### Metal 2

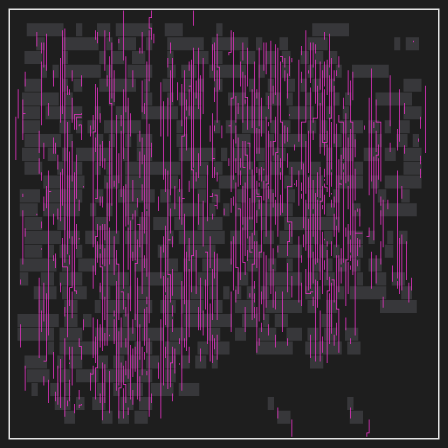
### Signal wires on met1

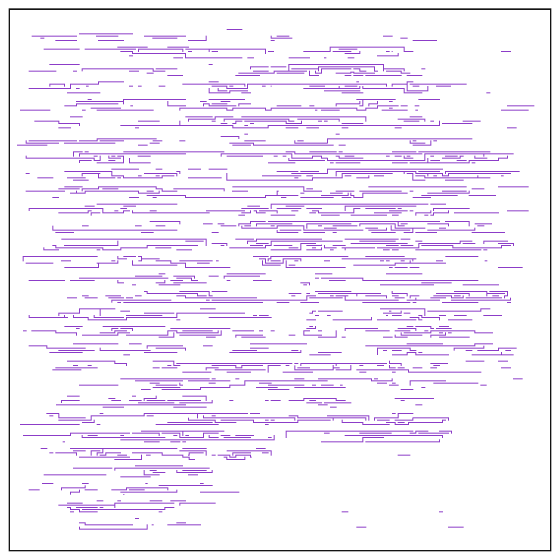
### Where the registers sit

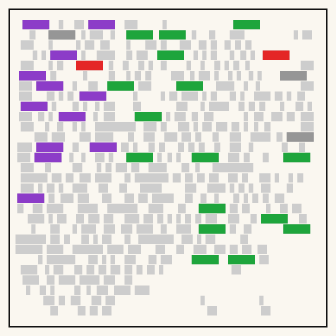
$ cat config.mk
export PLATFORM = sky130hd
export DESIGN_NAME = sync_pulse_gen_flat
export DESIGN_NICKNAME = d
export VERILOG_FILES = /design/src/rtl/sync_pulse_gen_if.sv /design/src/rtl/sync_pulse_gen.sv /design/src/flat_wrapper.sv
export SDC_FILE = /design/constraint.sdc
export NUM_CORES = 1
export LEC_CHECK = 0
export CAP_MARGIN = 25
export CELL_PAD_IN_SITES_DETAIL_PLACEMENT = 1
export CELL_PAD_IN_SITES_GLOBAL_PLACEMENT = 1
export CORE_UTILIZATION = 39
export DETAILED_ROUTE_END_ITERATION = 12
export GPL_TIMING_DRIVEN = 0
export PLACE_DENSITY = 0.78
export SLEW_MARGIN = 30
export SYNTH_ARGS = -nofsm -noshare
export SYNTH_HDL_FRONTEND = slang
export SYNTH_SLANG_ARGS = --single-unit
$ cat constraint.sdc
create_clock -name clk -period 3.9 [get_ports clk]
set_input_delay 0.39 -clock clk [delete_from_list [all_inputs] [get_ports clk]]
set_output_delay 0.39 -clock clk [all_outputs]
set_load 0.02 [all_outputs]
$ cat src/rtl/sync_pulse_gen_if.sv
// Sequencer-to-pulse-generator link: pulse request/code/abort in, status and envelope out.
interface sync_pulse_gen_if #(
   parameter int unsigned WIDTH = 16
);
   logic             start;
   logic [2:0]       code;
   logic             abort;
   logic             ready;
   logic             envelope;
   logic [WIDTH-1:0] pulse_len;
   logic             done;

   modport master (
      output start, code, abort,
      input  ready, envelope, pulse_len, done
   );

   modport slave (
      input  start, code, abort,
      output ready, envelope, pulse_len, done
   );
endinterface

$ cat src/rtl/sync_pulse_gen.sv
// Optical sync-pulse transmitter: one envelope pulse of BASE_TICKS + code*STEP_TICKS cycles,
// followed by an enforced low gap of GAP_TICKS cycles, with a done strobe on return to idle.
module sync_pulse_gen #(
   parameter int unsigned WIDTH      = 16,
   parameter int unsigned BASE_TICKS = 3000,
   parameter int unsigned STEP_TICKS = 500,
   parameter int unsigned GAP_TICKS  = 100
) (
   input logic             clk,
   input logic             reset,
   sync_pulse_gen_if.slave bus
);

   localparam int unsigned XW = WIDTH + 3;
   localparam logic [WIDTH-1:0] GAP_LOAD = WIDTH'(GAP_TICKS - 1);

   typedef enum logic [1:0] {
      IDLE  = 2'd0,
      PULSE = 2'd1,
      GAP   = 2'd2
   } state_t;

   state_t           state, state_nxt;
   logic [WIDTH-1:0] cnt, cnt_nxt;
   logic [WIDTH-1:0] len_q, len_nxt;
   logic             env_q, env_nxt;
   logic             done_q, done_nxt;
   logic             ready_q, ready_nxt;
   logic [XW-1:0]    w_ext;
   logic [WIDTH-1:0] w;

   // Programmed width: widened sum, saturated to the counter range, zero clamped to one tick.
   always_comb begin
      w_ext = XW'(BASE_TICKS) + XW'(bus.code) * XW'(STEP_TICKS);
      w     = (|w_ext[XW-1:WIDTH]) ? '1 : w_ext[WIDTH-1:0];
      if (w == '0) begin
         w = WIDTH'(1);
      end
   end

   always_ff @(posedge clk) begin
      if (!reset) begin
         state   <= IDLE;
         cnt     <= '0;
         len_q   <= '0;
         env_q   <= 1'b0;
         done_q  <= 1'b0;
         ready_q <= 1'b1;
      end else begin
         state   <= state_nxt;
         cnt     <= cnt_nxt;
         len_q   <= len_nxt;
         env_q   <= env_nxt;
         done_q  <= done_nxt;
         ready_q <= ready_nxt;
      end
   end

   // Next state; abort beats start in IDLE and truncates PULSE, but the gap always runs in full.
   always_comb begin
      state_nxt = state;
      cnt_nxt   = cnt;
      len_nxt   = len_q;
      env_nxt   = env_q;
      done_nxt  = 1'b0;

      case (state)
         IDLE: begin
            env_nxt = 1'b0;
            if (bus.start && !bus.abort) begin
               state_nxt = PULSE;
               len_nxt   = w;
               cnt_nxt   = w - WIDTH'(1);
               env_nxt   = 1'b1;
            end
         end
         PULSE: begin
            if (bus.abort || cnt == '0) begin
               state_nxt = GAP;
               cnt_nxt   = GAP_LOAD;
               env_nxt   = 1'b0;
            end else begin
               cnt_nxt = cnt - WIDTH'(1);
            end
         end
         GAP: begin
            env_nxt = 1'b0;
            if (cnt == '0) begin
               state_nxt = IDLE;
               done_nxt  = 1'b1;
            end else begin
               cnt_nxt = cnt - WIDTH'(1);
            end
         end
         default: begin
            state_nxt = IDLE;
            cnt_nxt   = '0;
            env_nxt   = 1'b0;
         end
      endcase

      ready_nxt = (state_nxt == IDLE);
   end

   assign bus.ready     = ready_q;
   assign bus.envelope  = env_q;
   assign bus.pulse_len = len_q;
   assign bus.done      = done_q;

endmodule
$ cat src/flat_wrapper.sv
// flat-port wrapper written by rule: the top's interface ports become plain ports
module sync_pulse_gen_flat 
#(
   parameter int unsigned WIDTH      = 16,
   parameter int unsigned BASE_TICKS = 3000,
   parameter int unsigned STEP_TICKS = 500,
   parameter int unsigned GAP_TICKS  = 100
)
  (clk, reset, bus_start, bus_code, bus_abort, bus_ready, bus_envelope, bus_pulse_len, bus_done);
  sync_pulse_gen_if #(.WIDTH(WIDTH)) bus_i ();
  input logic clk;
  input logic reset;
  input wire logic [$bits(bus_i.start)-1:0] bus_start;
  input wire logic [$bits(bus_i.code)-1:0] bus_code;
  input wire logic [$bits(bus_i.abort)-1:0] bus_abort;
  output wire logic [$bits(bus_i.ready)-1:0] bus_ready;
  output wire logic [$bits(bus_i.envelope)-1:0] bus_envelope;
  output wire logic [$bits(bus_i.pulse_len)-1:0] bus_pulse_len;
  output wire logic [$bits(bus_i.done)-1:0] bus_done;
  assign bus_i.start = bus_start;
  assign bus_i.code = bus_code;
  assign bus_i.abort = bus_abort;
  assign bus_ready = bus_i.ready;
  assign bus_envelope = bus_i.envelope;
  assign bus_pulse_len = bus_i.pulse_len;
  assign bus_done = bus_i.done;
  sync_pulse_gen #(.WIDTH(WIDTH), .BASE_TICKS(BASE_TICKS), .STEP_TICKS(STEP_TICKS), .GAP_TICKS(GAP_TICKS)) u_core (.clk(clk), .reset(reset), .bus(bus_i));
endmodule
==> run_summary.xml <==
<?xml version="1.0" encoding="UTF-8"?>
<metrics>
  <group name="run_status">
    <metric name="status" unit="">finished, violations left</metric>
    <metric name="violations" unit="">DRC</metric>
  </group>
  <group name="critical_path">
    <metric name="critical_path_class" unit="">primary input to flop</metric>
    <metric name="critical_path_required" unit="ns">4.09</metric>
    <metric name="critPathCapture" unit="">u_core.cnt[15]</metric>
    <metric name="worst_ep_arrival" unit="ns">3.99</metric>
    <metric name="ff2ff_path_depth" unit="">9</metric>
    <metric name="crit-reg2reg-capture" unit="">u_core.cnt[13]</metric>
    <metric name="critical_path.startpoint_type" unit="">primary input</metric>
    <metric name="worst_path_max_delay_cell" unit="">sky130_fd_sc_hd__or4_4</metric>
    <metric name="worst_path_dominant_cell_family" unit="">AND-OR/OR-AND gates</metric>
  </group>
  <group name="timing">
    <metric name="final_cycle_share" unit="%">97.4</metric>
    <metric name="slew_headroom" unit="%">34.3</metric>
    <metric name="layout_min_cycle_time" unit="ns">3.80</metric>
  </group>
  <group name="cells_and_area">
    <metric name="buffer_area_share" unit="%">11.4</metric>
    <metric name="final.signal_buffer_count" unit="">46</metric>
    <metric name="nClkBuffers" unit="">5</metric>
    <metric name="area.growth.synth_to_final" unit="%">22.1</metric>
    <metric name="comb_area_share" unit="%">58.5</metric>
    <metric name="antenna_cells" unit="">0</metric>
    <metric name="largest_register" unit="">u_core.cnt</metric>
    <metric name="stdcell_area" unit="sq um">3210</metric>
    <metric name="n_multi_input_combinational_cell" unit="">274</metric>
    <metric name="final-comb-area" unit="sq um">1880</metric>
    <metric name="final_util" unit="%">50.0</metric>
    <metric name="post_layout_nonfiller_instances" unit="">456</metric>
    <metric name="layout_top_cell_excl_fill_tap" unit="">sky130_fd_sc_hd__nand2_1</metric>
  </group>
  <group name="die">
    <metric name="placement_rows" unit="">29</metric>
    <metric name="floorplan.initialDensity" unit="%">41.0</metric>
    <metric name="dieArea" unit="sq um">7080</metric>
  </group>
  <group name="global_route">
    <metric name="groute.layer.met1.usage" unit="%">31.9</metric>
    <metric name="grt-ovfl-total" unit="">0</metric>
    <metric name="grt_util_met3" unit="%">3.34</metric>
  </group>
  <group name="detailed_routing">
    <metric name="drt_first_iter_violations" unit="">134</metric>
    <metric name="routed-wl-met2" unit="mm">3.97</metric>
    <metric name="routed_wire_length_per_instance" unit="um">18.5</metric>
    <metric name="route.detailed.drc" unit="">4</metric>
  </group>
  <group name="power">
    <metric name="max-vdd-ir-drop" unit="mV">0.210</metric>
    <metric name="combPwrFrac" unit="%">44.5</metric>
    <metric name="pg_seq" unit="mW">0.424</metric>
    <metric name="p_int" unit="mW">0.890</metric>
    <metric name="power.switching_fraction" unit="%">40.4</metric>
  </group>
  <group name="placement">
    <metric name="dpl.hpwl" unit="mm">6.19</metric>
    <metric name="placed_cells" unit="">438</metric>
    <metric name="post_dp_cell_area" unit="sq um">2950</metric>
    <metric name="gp_congestion" unit="">0.828</metric>
  </group>
  <group name="synthesis">
    <metric name="edf_count" unit="">0</metric>
    <metric name="flop_cell" unit="">sky130_fd_sc_hd__dfxtp_1</metric>
    <metric name="synth_sequential_area_ratio" unit="%">25.1</metric>
    <metric name="synth.yosys.warnings" unit="">0</metric>
    <metric name="post_synth_instance_area" unit="sq um">2630</metric>
    <metric name="most_common_cell" unit="">sky130_fd_sc_hd__nand2_1</metric>
  </group>
  <group name="job">
    <metric name="tool_warnings" unit="">34</metric>
  </group>
  <group name="clock_tree">
    <metric name="clock.latency.late_pin" unit="ns">0.30</metric>
    <metric name="clock_path_buffers" unit="">2</metric>
    <metric name="cts_made_buffers" unit="">5</metric>
  </group>
</metrics>
-- 'Metal 2' (at the start) --
The wires run mostly vertical. The longest straight run is 45.9 um. The layer carries 3970 um of wire. The layer holds 47% of the routed length. 350 nets have wire on it.
via total after detailed routing: 2690
Routed WL: 8.42 mm
met2 GRT Util: 40.6%

-- 'Signal wires on met1' (at the start) --
The wires run mostly horizontal. The longest straight run is 26.7 um. 367 nets have wire on it. The layer holds 46% of the routed length. The layer carries 3900 um of wire.

-- 'Where the registers sit' (at the start) --
Key: red = u_core.state [placed flops 2]; green = u_core.cnt [placed flops 16]; purple = u_core.bus.pulse_len [placed flops 12]
Another 3 sequential cells are not coloured.

No activity file was given, so power comes from the tool's default toggle rates.
